--- src/rtl/grid_pkg.sv ---
// grid_pkg: shared types and constants for the scope-background generator.
//   cfg_sel_e   - colour shadow register select (CFG_SEL encoding)
//   mode_e      - overlay mode (MODE encoding)
//   pix_class_e - per-pixel classification carried through stage 1
//   default_rgb - reset colour for each colour slot
//   classify    - axis > tick > grid > background priority resolution
package grid_pkg;

    typedef logic [11:0] rgb444_t;

    typedef enum logic [1:0] {
        SEL_GRID = 2'd0,
        SEL_TICK = 2'd1,
        SEL_AXIS = 2'd2,
        SEL_BG   = 2'd3
    } cfg_sel_e;

    typedef enum logic [1:0] {
        MODE_BG     = 2'd0,
        MODE_GRID   = 2'd1,
        MODE_TICKS  = 2'd2,
        MODE_DOTTED = 2'd3
    } mode_e;

    typedef enum logic [1:0] {
        CLS_BG   = 2'd0,
        CLS_GRID = 2'd1,
        CLS_TICK = 2'd2,
        CLS_AXIS = 2'd3
    } pix_class_e;

    localparam rgb444_t RGB_GRID_DEF = 12'h0D0;
    localparam rgb444_t RGB_TICK_DEF = 12'hFFF;
    localparam rgb444_t RGB_AXIS_DEF = 12'h0F0;
    localparam rgb444_t RGB_BG_DEF   = 12'h000;
    localparam mode_e   MODE_DEF     = MODE_TICKS;

    function automatic rgb444_t default_rgb(input cfg_sel_e sel);
        case (sel)
            SEL_GRID: default_rgb = RGB_GRID_DEF;
            SEL_TICK: default_rgb = RGB_TICK_DEF;
            SEL_AXIS: default_rgb = RGB_AXIS_DEF;
            default:  default_rgb = RGB_BG_DEF;
        endcase
    endfunction

    function automatic pix_class_e classify(input logic is_axis, input logic is_tick,
                                            input logic is_grid);
        if (is_axis)      classify = CLS_AXIS;
        else if (is_tick) classify = CLS_TICK;
        else if (is_grid) classify = CLS_GRID;
        else              classify = CLS_BG;
    endfunction

endpackage

--- src/rtl/grid_phase_counter.sv ---
// grid_phase_counter: modulo-MOD phase tracker replacing a coordinate divider.
//   clk_i, rst_ni - clock, asynchronous active-low reset
//   en_i          - pixel valid; counter holds when low
//   clr_i         - restart phase at 0 for this pixel (wins over adv_i)
//   adv_i         - step phase by one, wrapping at MOD
//   phase_o       - phase of the *current* pixel (combinational, includes this
//                   cycle's clear/advance), so phase_o == coord mod MOD
module grid_phase_counter #(
    parameter int unsigned MOD = 80,
    localparam int unsigned W  = (MOD > 1) ? $clog2(MOD) : 1
) (
    input  logic         clk_i,
    input  logic         rst_ni,
    input  logic         en_i,
    input  logic         clr_i,
    input  logic         adv_i,
    output logic [W-1:0] phase_o
);

    logic [W-1:0] phase_q, phase_d;

    always_comb begin
        phase_d = phase_q;
        if (en_i) begin
            if (clr_i)
                phase_d = '0;
            else if (adv_i)
                phase_d = (phase_q == W'(MOD - 1)) ? '0 : phase_q + 1'b1;
        end
    end

    assign phase_o = phase_d;

    always_ff @(posedge clk_i or negedge rst_ni) begin
        if (!rst_ni) phase_q <= '0;
        else         phase_q <= phase_d;
    end

endmodule

--- src/rtl/grid_overlay_gen.sv ---
// grid_overlay_gen: pipelined grid / axis / tick background for the VGA scope.
//   CLK_VGA, RESETN            - pixel clock, asynchronous active-low reset
//   PIX_VALID, VGA_*_COORD     - raster coordinate of the current pixel
//   MODE                       - overlay mode, taken at frame start only
//   CFG_WR, CFG_SEL, CFG_DATA  - colour shadow write port (RGB444)
//   CFG_PENDING                - shadow holds writes not yet committed
//   SYNC_ERR                   - sticky: non-raster horizontal step seen
//   GRID_VALID                 - PIX_VALID delayed by the 2-stage pipeline
//   VGA_{Red,Green,Blue}_Grid  - pixel colour, 2 clocks after the coordinate
module grid_overlay_gen
    import grid_pkg::*;
#(
    parameter int unsigned COORD_W  = 12,
    parameter int unsigned H_ACTIVE = 1280,
    parameter int unsigned V_ACTIVE = 1024,
    parameter int unsigned GRID_X   = 80,
    parameter int unsigned GRID_Y   = 64,
    parameter int unsigned TICK_X   = 16,
    parameter int unsigned TICK_Y   = 8,
    parameter int unsigned TICK_LEN = 4,
    parameter int unsigned AXIS_X   = 640,
    parameter int unsigned AXIS_Y   = 512
) (
    input  logic               CLK_VGA,
    input  logic               RESETN,
    input  logic               PIX_VALID,
    input  logic [COORD_W-1:0] VGA_HORZ_COORD,
    input  logic [COORD_W-1:0] VGA_VERT_COORD,
    input  logic [1:0]         MODE,
    input  logic               CFG_WR,
    input  logic [1:0]         CFG_SEL,
    input  logic [11:0]        CFG_DATA,
    output logic               CFG_PENDING,
    output logic               SYNC_ERR,
    output logic               GRID_VALID,
    output logic [3:0]         VGA_Red_Grid,
    output logic [3:0]         VGA_Green_Grid,
    output logic [3:0]         VGA_Blue_Grid
);

    localparam logic [COORD_W-1:0] H_ACT = COORD_W'(H_ACTIVE);
    localparam logic [COORD_W-1:0] V_ACT = COORD_W'(V_ACTIVE);
    localparam logic [COORD_W-1:0] AX    = COORD_W'(AXIS_X);
    localparam logic [COORD_W-1:0] AY    = COORD_W'(AXIS_Y);
    localparam logic [COORD_W-1:0] AX_LO = COORD_W'(AXIS_X - TICK_LEN);
    localparam logic [COORD_W-1:0] AX_HI = COORD_W'(AXIS_X + TICK_LEN);
    localparam logic [COORD_W-1:0] AY_LO = COORD_W'(AXIS_Y - TICK_LEN);
    localparam logic [COORD_W-1:0] AY_HI = COORD_W'(AXIS_Y + TICK_LEN);

    logic [COORD_W-1:0] horz, vert;
    assign horz = VGA_HORZ_COORD;
    assign vert = VGA_VERT_COORD;

    logic line_start, frame_start;
    assign line_start  = (horz == '0);
    assign frame_start = PIX_VALID && line_start && (vert == '0);

    // ---------------- phase counters ----------------
    logic [$clog2(GRID_X)-1:0] px_grid;
    logic [$clog2(TICK_X)-1:0] px_tick;
    logic [$clog2(GRID_Y)-1:0] py_grid;
    logic [$clog2(TICK_Y)-1:0] py_tick;

    grid_phase_counter #(.MOD(GRID_X)) u_px_grid (
        .clk_i(CLK_VGA), .rst_ni(RESETN), .en_i(PIX_VALID),
        .clr_i(line_start), .adv_i(1'b1), .phase_o(px_grid)
    );
    grid_phase_counter #(.MOD(TICK_X)) u_px_tick (
        .clk_i(CLK_VGA), .rst_ni(RESETN), .en_i(PIX_VALID),
        .clr_i(line_start), .adv_i(1'b1), .phase_o(px_tick)
    );
    grid_phase_counter #(.MOD(GRID_Y)) u_py_grid (
        .clk_i(CLK_VGA), .rst_ni(RESETN), .en_i(PIX_VALID),
        .clr_i(line_start && (vert == '0)), .adv_i(line_start), .phase_o(py_grid)
    );
    grid_phase_counter #(.MOD(TICK_Y)) u_py_tick (
        .clk_i(CLK_VGA), .rst_ni(RESETN), .en_i(PIX_VALID),
        .clr_i(line_start && (vert == '0)), .adv_i(line_start), .phase_o(py_tick)
    );

    // ---------------- configuration / sync state ----------------
    rgb444_t            shadow_q [4];
    rgb444_t            active_q [4];
    mode_e              mode_q;
    logic               pending_q;
    logic               in_sync_q;
    logic               sync_err_q;
    logic [COORD_W-1:0] prev_horz_q;

    always_ff @(posedge CLK_VGA or negedge RESETN) begin
        if (!RESETN) begin
            for (int unsigned i = 0; i < 4; i++) begin
                shadow_q[i] <= default_rgb(cfg_sel_e'(2'(i)));
                active_q[i] <= default_rgb(cfg_sel_e'(2'(i)));
            end
            mode_q      <= MODE_DEF;
            pending_q   <= 1'b0;
            in_sync_q   <= 1'b0;
            sync_err_q  <= 1'b0;
            prev_horz_q <= '0;
        end else begin
            // Commit copies the pre-write shadow; a coincident write lands
            // in the shadow afterwards and keeps PENDING set.
            if (frame_start) begin
                active_q  <= shadow_q;
                mode_q    <= mode_e'(MODE);
                in_sync_q <= 1'b1;
            end
            if (CFG_WR)
                shadow_q[CFG_SEL] <= CFG_DATA;
            pending_q <= CFG_WR || (pending_q && !frame_start);
            if (PIX_VALID) begin
                prev_horz_q <= horz;
                if (!line_start && (horz != prev_horz_q + 1'b1))
                    sync_err_q <= 1'b1;
            end
        end
    end

    // ---------------- classification (stage 0, combinational) ----------------
    // The frame-start pixel already sees the newly committed mode.
    mode_e      mode_cur;
    logic       sync_cur;
    logic       is_axis, is_tick, is_grid, blank;
    pix_class_e cls_d;

    always_comb begin
        mode_cur = frame_start ? mode_e'(MODE) : mode_q;
        sync_cur = in_sync_q || frame_start;
        is_axis  = (mode_cur != MODE_BG) && ((horz == AX) || (vert == AY));
        is_tick  = (mode_cur inside {MODE_TICKS, MODE_DOTTED}) &&
                   (((vert >= AY_LO) && (vert <= AY_HI) && (px_tick == '0)) ||
                    ((horz >= AX_LO) && (horz <= AX_HI) && (py_tick == '0)));
        is_grid  = (mode_cur != MODE_BG) && ((px_grid == '0) || (py_grid == '0)) &&
                   !((mode_cur == MODE_DOTTED) && (horz[0] ^ vert[0]));
        blank    = (horz >= H_ACT) || (vert >= V_ACT);
        cls_d    = sync_cur ? classify(is_axis, is_tick, is_grid) : CLS_BG;
    end

    // ---------------- stage 1: class + blank ----------------
    logic       s1_valid_q, s1_blank_q;
    pix_class_e s1_cls_q;

    always_ff @(posedge CLK_VGA or negedge RESETN) begin
        if (!RESETN) begin
            s1_valid_q <= 1'b0;
            s1_blank_q <= 1'b0;
            s1_cls_q   <= CLS_BG;
        end else begin
            s1_valid_q <= PIX_VALID;
            s1_blank_q <= blank;
            s1_cls_q   <= cls_d;
        end
    end

    // ---------------- stage 2: colour lookup ----------------
    rgb444_t rgb_d, rgb_q;
    logic    valid_q;

    always_comb begin
        rgb_d = '0;
        if (s1_valid_q && !s1_blank_q) begin
            case (s1_cls_q)
                CLS_AXIS: rgb_d = active_q[SEL_AXIS];
                CLS_TICK: rgb_d = active_q[SEL_TICK];
                CLS_GRID: rgb_d = active_q[SEL_GRID];
                default:  rgb_d = active_q[SEL_BG];
            endcase
        end
    end

    always_ff @(posedge CLK_VGA or negedge RESETN) begin
        if (!RESETN) begin
            rgb_q   <= '0;
            valid_q <= 1'b0;
        end else begin
            rgb_q   <= rgb_d;
            valid_q <= s1_valid_q;
        end
    end

    assign {VGA_Red_Grid, VGA_Green_Grid, VGA_Blue_Grid} = rgb_q;
    assign GRID_VALID  = valid_q;
    assign CFG_PENDING = pending_q;
    assign SYNC_ERR    = sync_err_q;

endmodule

--- config.mk ---
export PLATFORM = sky130hd
export DESIGN_NAME = grid_overlay_gen
export DESIGN_NICKNAME = d
export VERILOG_FILES = /design/src/rtl/grid_pkg.sv /design/src/rtl/grid_phase_counter.sv /design/src/rtl/grid_overlay_gen.sv
export SDC_FILE = /design/constraint.sdc
export NUM_CORES = 1
export LEC_CHECK = 0
export ABC_AREA = 1
export CORE_MARGIN = 4
export CORE_UTILIZATION = 47
export DETAILED_ROUTE_END_ITERATION = 10
export PLACE_DENSITY = 0.67
export SYNTH_ARGS = -nofsm -noshare
export SYNTH_HDL_FRONTEND = slang
export SYNTH_SLANG_ARGS = --single-unit
--- constraint.sdc ---
create_clock -name CLK_VGA -period 4.53 [get_ports CLK_VGA]
set_clock_uncertainty 0.2 [all_clocks]
set_input_delay 1.1325 -clock CLK_VGA [delete_from_list [all_inputs] [get_ports CLK_VGA]]
set_output_delay 1.1325 -clock CLK_VGA [all_outputs]
set_load 0.1 [all_outputs]
==> flow_summary.html <==
<h2>Synthesis and place &amp; route</h2>
<table>
<tr><th>Metric</th><th>Value</th></tr>
<tr><th colspan="2">Worst hold path</th></tr>
<tr><td>Hold Crit Endpoint</td><td>GRID_VALID</td></tr>
<tr><td>Worst hold path class</td><td>flop to flop</td></tr>
<tr><td>Start point of the worst min-delay path</td><td>s1_valid_q</td></tr>
<tr><td>Hold Path Cell Cnt</td><td>0</td></tr>
<tr><th colspan="2">Final timing</th></tr>
<tr><td>Fin. Hold Viols</td><td>0</td></tr>
<tr><td>Maximum clock frequency</td><td>307 MHz</td></tr>
<tr><td>Headroom to the max-slew limit</td><td>0.312</td></tr>
<tr><td>Final min period</td><td>around 3.3 ns</td></tr>
<tr><td>Fin Setup TNS</td><td>0 ns</td></tr>
<tr><td>Worst Setup Slack, final</td><td>around 1.3 ns</td></tr>
<tr><td>Worst Hold Slack</td><td>roughly 0.18 ns</td></tr>
<tr><td>Max-slew violation total from the final report</td><td>0</td></tr>
<tr><td>Worst-margin pin slew</td><td>1.03 ns</td></tr>
<tr><td>RSZ-0062 raised after global routing</td><td>no</td></tr>
<tr><td>Share of the clock period used by the worst path</td><td>0.720</td></tr>
<tr><td>Count of endpoints failing setup in the final report</td><td>0</td></tr>
<tr><th colspan="2">Worst setup path</th></tr>
<tr><td>Nature of the critical path startpoint</td><td>input pin</td></tr>
<tr><td>Startpoint-to-endpoint class of the critical path</td><td>input pin to flop</td></tr>
<tr><td>Buffer and inverter count on the worst path</td><td>3</td></tr>
<tr><td>Kind of capture point of the worst setup path</td><td>flop</td></tr>
<tr><td>Worst Setup EP</td><td>active_q[34]</td></tr>
<tr><td>Crit path top cell by count</td><td>sky130_fd_sc_hd__nor2_1</td></tr>
<tr><td>Launching point of the worst reg2reg path</td><td>u_px_grid.phase_q[0]</td></tr>
<tr><td>Instance count on the critical path</td><td>11</td></tr>
<tr><td>Slowest library cell on the worst path</td><td>sky130_fd_sc_hd__clkdlybuf4s50_1</td></tr>
<tr><td>Highest fanout seen on the critical path</td><td>48</td></tr>
<tr><td>Data arrival time of the critical path</td><td>3.41 ns</td></tr>
<tr><td>Critical path's top delay family</td><td>simple AND/OR/NAND/NOR gates</td></tr>
<tr><td>Worst reg2reg setup slack</td><td>2.36 ns</td></tr>
<tr><td>Beginning of the critical path</td><td>VGA_HORZ_COORD[3]</td></tr>
<tr><td>Chain of cells forming the critical path</td><td>clkdlybuf4s50_1 &gt; nor2_2 &gt; nand2_2 &gt; nor2_2 &gt; nand2_1 &gt; nor2_1 &gt; nand2_2 &gt; inv_2 &gt; buf_4 &gt; nor2_1 &gt; nor2_1</td></tr>
<tr><td>Reg2reg end</td><td>s1_cls_q[0]</td></tr>
<tr><td>Critical path required time</td><td>4.68 ns</td></tr>
<tr><td>Crit-path max cell delay</td><td>0.52 ns</td></tr>
<tr><td>Number of cell instances on the worst register-to-register path</td><td>13</td></tr>
<tr><th colspan="2">Synth</th></tr>
<tr><td>Share of flip-flops with an asynchronous set or reset after synthesis</td><td>1.00</td></tr>
<tr><td>Synth warnings</td><td>0</td></tr>
<tr><td>Most numerous cell in the Yosys netlist</td><td>sky130_fd_sc_hd__nor2_1</td></tr>
<tr><td>Average cell area after synthesis</td><td>8.26 um2</td></tr>
<tr><td>Compound-Gate Fraction of Synth Area</td><td>0.0917</td></tr>
<tr><td>Total of flip-flops plus latches after synthesis</td><td>150</td></tr>
<tr><td>Chip area from the yosys synthesis statistics</td><td>0.00689 mm2</td></tr>
<tr><td>Yosys cell count</td><td>835</td></tr>
<tr><td>Combined area of all synthesized cells</td><td>a little under 0.007 mm2</td></tr>
<tr><td>And+or+nand+nor area frac</td><td>0.260</td></tr>
<tr><td>Combinational family with the most area after synthesis</td><td>simple AND/OR/NAND/NOR gates</td></tr>
<tr><td>Synthesized instance count</td><td>835</td></tr>
<tr><td>Largest cells by area after synthesis</td><td>sky130_fd_sc_hd__dfrtp_1, sky130_fd_sc_hd__dfstp_2, sky130_fd_sc_hd__nor2_1</td></tr>
<tr><td>Adder share</td><td>0.0109</td></tr>
<tr><td>XOR/XNOR share of the synthesized area</td><td>0.0254</td></tr>
<tr><td>Post-synth tally of flip-flops with integrated enable</td><td>0</td></tr>
<tr><td>Leading area contributor after synthesis</td><td>sky130_fd_sc_hd__dfrtp_1</td></tr>
<tr><td>Primary flip-flop cell chosen by synthesis mapping</td><td>sky130_fd_sc_hd__dfrtp_1</td></tr>
<tr><td>Net count after synthesis</td><td>885</td></tr>
<tr><td>Synth mux share</td><td>0</td></tr>
<tr><td>Area share of the leading cell type in the synthesized netlist</td><td>0.403</td></tr>
<tr><td>Post-synth seq share</td><td>0.552</td></tr>
<tr><td>Number of library cell types mapped by synthesis</td><td>33</td></tr>
<tr><td>Most used standard cells in the synthesized netlist</td><td>sky130_fd_sc_hd__nor2_1, sky130_fd_sc_hd__nand2_1, sky130_fd_sc_hd__dfrtp_1, sky130_fd_sc_hd__o21ai_0, sky130_fd_sc_hd__inv_1</td></tr>
<tr><th colspan="2">Drt</th></tr>
<tr><td>Drc violations</td><td>0</td></tr>
<tr><td>Average via count per standard cell</td><td>~5.2</td></tr>
<tr><td>Number of nets with antenna violations after detailed routing</td><td>0</td></tr>
<tr><td>Metal1 wirelength</td><td>7600 um</td></tr>
<tr><td>Initial drt markers</td><td>about 460</td></tr>
<tr><td>Total met2 wirelength after detailed routing</td><td>about 7300 um</td></tr>
<tr><td>Length of the first detailed-routing pass in iterations</td><td>5</td></tr>
<tr><td>Top metal layer carrying routed signals</td><td>met4</td></tr>
<tr><td>Metal3 WL</td><td>between 600 and 700 um</td></tr>
<tr><th colspan="2">Cells and area</th></tr>
<tr><td>Number of nets in the layout</td><td>939</td></tr>
<tr><td>Relative area of clock buffers and inverters in the final design</td><td>0.0669</td></tr>
<tr><td>Cell class with the largest area share</td><td>sequential cells</td></tr>
<tr><td>Final-layout non-clock buffer area share</td><td>0.0787</td></tr>
<tr><td>Flop share of the area</td><td>0.466</td></tr>
<tr><td>Area taken by flip-flops and latches</td><td>0.00380 mm2</td></tr>
<tr><td>Layout clock buffer count</td><td>22</td></tr>
<tr><td>Multi-input gate count</td><td>a little under 600</td></tr>
<tr><td>Most frequently placed logic cell in the final layout</td><td>sky130_fd_sc_hd__nor2_1</td></tr>
<tr><td>Final non-filler cell area</td><td>0.00816 mm2</td></tr>
<tr><td>Comb. cell area</td><td>0.00267 mm2</td></tr>
<tr><td>Proportion of layout cells with a drive suffix above 1</td><td>0.115</td></tr>
<tr><td>Final standard cell utilization of the core</td><td>0.579</td></tr>
<tr><td>Top logic cells by instance count in the layout</td><td>sky130_fd_sc_hd__nor2_1, sky130_fd_sc_hd__nand2_1, sky130_fd_sc_hd__dfrtp_1, sky130_fd_sc_hd__o21ai_0, sky130_fd_sc_hd__inv_1</td></tr>
<tr><td>Post-Layout Cell Count</td><td>about 1100</td></tr>
<tr><td>Fillers</td><td>about 1300</td></tr>
<tr><td>Count of plain and timing-repair buffers in the layout</td><td>66</td></tr>
<tr><td>Logic share of the area</td><td>0.328</td></tr>
<tr><td>Area grow syn2layout</td><td>18.3%</td></tr>
<tr><td>Sequential cell count of the final layout</td><td>approximately 150</td></tr>
<tr><td>Non-clock inverter instance count of the final layout</td><td>~70</td></tr>
<tr><td>Ant. Diodes</td><td>0</td></tr>
<tr><th colspan="2">Power</th></tr>
<tr><td>Overall power of the completed layout</td><td>3.22 mW</td></tr>
<tr><td>Logic pwr share</td><td>0.114</td></tr>
<tr><td>Worst voltage drop across the vdd grid</td><td>roughly 290 uV</td></tr>
<tr><td>Clock network power share</td><td>0.399</td></tr>
<tr><td>Switching power of the nets</td><td>about 840 uW</td></tr>
<tr><td>Sequential cell fraction of total power</td><td>0.486</td></tr>
<tr><td>Cell-internal power</td><td>2.37 mW</td></tr>
<tr><td>Areal power density over the cells</td><td>394 mW/mm2</td></tr>
<tr><td>Switching share of total power</td><td>0.262</td></tr>
<tr><td>Static Leak</td><td>4.00 nW</td></tr>
<tr><th colspan="2">Floorplanning</th></tr>
<tr><td>Floorplan Utilization</td><td>0.489</td></tr>
<tr><td>Row count</td><td>43</td></tr>
<tr><td>Die Footprint</td><td>0.0167 mm2</td></tr>
<tr><td>Vert. Die Dim</td><td>129 um</td></tr>
<tr><td>Floorplan core area</td><td>0.0141 mm2</td></tr>
<tr><td>Count of inserted tapcells</td><td>180</td></tr>
<tr><td>Ports</td><td>59</td></tr>
<tr><td>Die boundary width</td><td>129 um</td></tr>
<tr><th colspan="2">Clocking</th></tr>
<tr><td>Root buffer cell</td><td>sky130_fd_sc_hd__clkbuf_16</td></tr>
<tr><td>TritonCTS Buffers</td><td>17</td></tr>
<tr><td>H-tree depth</td><td>4</td></tr>
<tr><td># hold bufs at CTS</td><td>0</td></tr>
<tr><td>Clock latency at the later pin of the worst-skew pair</td><td>0.41 ns</td></tr>
<tr><td>TritonCTS clock tree</td><td>yes</td></tr>
<tr><td>Quantity of gates resized following cts</td><td>0</td></tr>
<tr><td>Number of post-CTS setup repair buffers</td><td>0</td></tr>
<tr><td>Clock Pin Slew Worst Setup and Hold Paths</td><td>roughly 0.060 ns</td></tr>
<tr><td>Num Clock Sinks</td><td>150</td></tr>
<tr><td>Clk buf depth</td><td>2</td></tr>
<tr><th colspan="2">Placed design</th></tr>
<tr><td>Worst-case setup slack after placement</td><td>approximately 0.85 ns</td></tr>
<tr><td>Placed Instances</td><td>1050</td></tr>
<tr><td>Area after detailed placement</td><td>roughly 0.0076 mm2</td></tr>
<tr><td>Post-DP HPWL</td><td>10500 um</td></tr>
<tr><td>Last weighted congestion value of the routability-driven placer</td><td>0.872</td></tr>
<tr><td>Count of input and output buffers</td><td>58</td></tr>
<tr><th colspan="2">GRT</th></tr>
<tr><td>Number of global-route vias before repair</td><td>5434</td></tr>
<tr><td>Global-route wire length before repair</td><td>26100 um</td></tr>
<tr><td>Pin count of the biggest net entering global routing</td><td>89</td></tr>
<tr><td>Number of antenna violations at the first check in global routing</td><td>0</td></tr>
<tr><td>Remaining Overflow, GRT</td><td>0</td></tr>
<tr><th colspan="2">Outcome</th></tr>
<tr><td>Run status</td><td>complete, no violations</td></tr>
<tr><th colspan="2">Run</th></tr>
<tr><td>Total of max-cap violations</td><td>0</td></tr>
<tr><td>Number of OpenROAD warnings</td><td>26</td></tr>
</table>
## power groups by stage
stage          registers, mW  clock network [mW]  logic [mW]
2_1_floorplan           1.57                   0       0.237
3_3_place_gp            1.58                   0       0.352
3_5_place_dp            1.58                   0       0.366
4_1_cts                 1.56                1.31       0.370
5_1_grt                 1.58                1.37       0.427
6_report                1.56                1.28       0.368
## layer usage
metal | GRT usage | up-vias
met5 | 0 | -
met4 | 0.0630 | 0
met3 | 0.0371 | 15
met2 | 0.319 | 131
met1 | 0.276 | 2678
li1 | - | 2754
## worst reg2reg max path: stages, from the launching register on
cell and delay [ns]:
sky130_fd_sc_hd__dfrtp_1 0.42, sky130_fd_sc_hd__ha_1 0.23, sky130_fd_sc_hd__nand3_1 0.15, sky130_fd_sc_hd__nor2_1 0.07, sky130_fd_sc_hd__nor2_1 0.18, sky130_fd_sc_hd__nand2_1 0.14
sky130_fd_sc_hd__o21ai_1 0.27, sky130_fd_sc_hd__inv_2 0.06, sky130_fd_sc_hd__nand2_1 0.06, sky130_fd_sc_hd__nor2_1 0.04, sky130_fd_sc_hd__nand2_1 0.07, sky130_fd_sc_hd__nand2_1 0.06
sky130_fd_sc_hd__nand3_2 0.06, sky130_fd_sc_hd__a21oi_2 0.05
## flip-flops by register name, summed over array words and instances (netlist names)
| signal | flops |
|---|---|
| s1_blank_q | 1 |
| rgb_q | 12 |
| u_py_tick.phase_q | 3 |
| prev_horz_q | 12 |
| mode_q | 2 |
| GRID_VALID | 1 |
| SYNC_ERR | 1 |
| s1_cls_q | 2 |
| u_px_grid.phase_q | 7 |
| CFG_PENDING | 1 |
| in_sync_q | 1 |
| u_px_tick.phase_q | 4 |
| u_py_grid.phase_q | 6 |
| active_q | 48 |
| s1_valid_q | 1 |
| shadow_q | 48 |
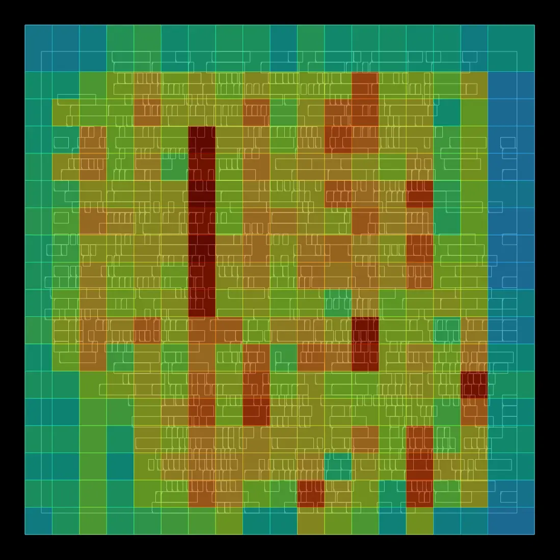
(images/congestion.png)
most crowded layer after global routing: met2
total routing resource utilization after global routing: 0.199
post-detailed-route wirelength per cell: 14.6 um
met3 Use GR: 0.0371
met1 track utilization from global routing: 0.276

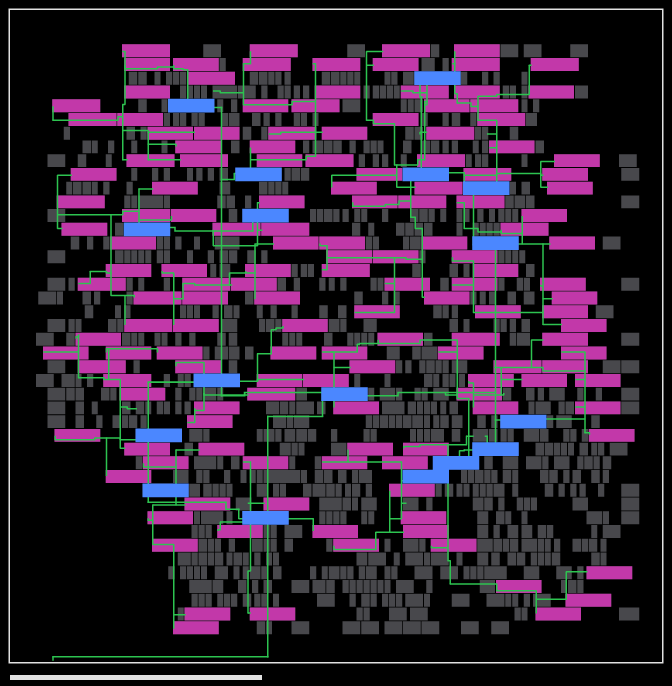
(images/clk_routes.png)
Bar = 50 um.
[blue] clock drivers | count: 17
[magenta] flip-flops | count: 150
[green] clock wires | length: 1740 um
routed clock nets: 18

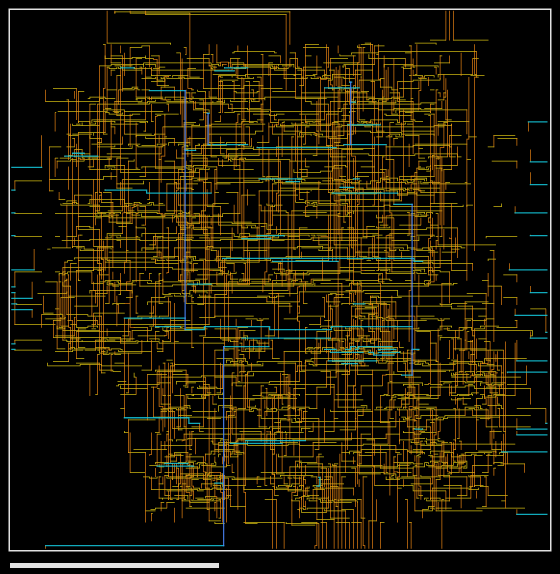
(images/wires.png)
Bar = 50 um.
| colour | layer | wire length |
|---|---|---|
| blue | metal 4 | 168 um |
| yellow | metal 1 | 7600 um |
| orange | metal 2 | 7350 um |
| cyan | metal 3 | 641 um |
via total after detailed routing: 5578
total length of routed wires: 15800 um

Power and IR drop assume default switching activity.
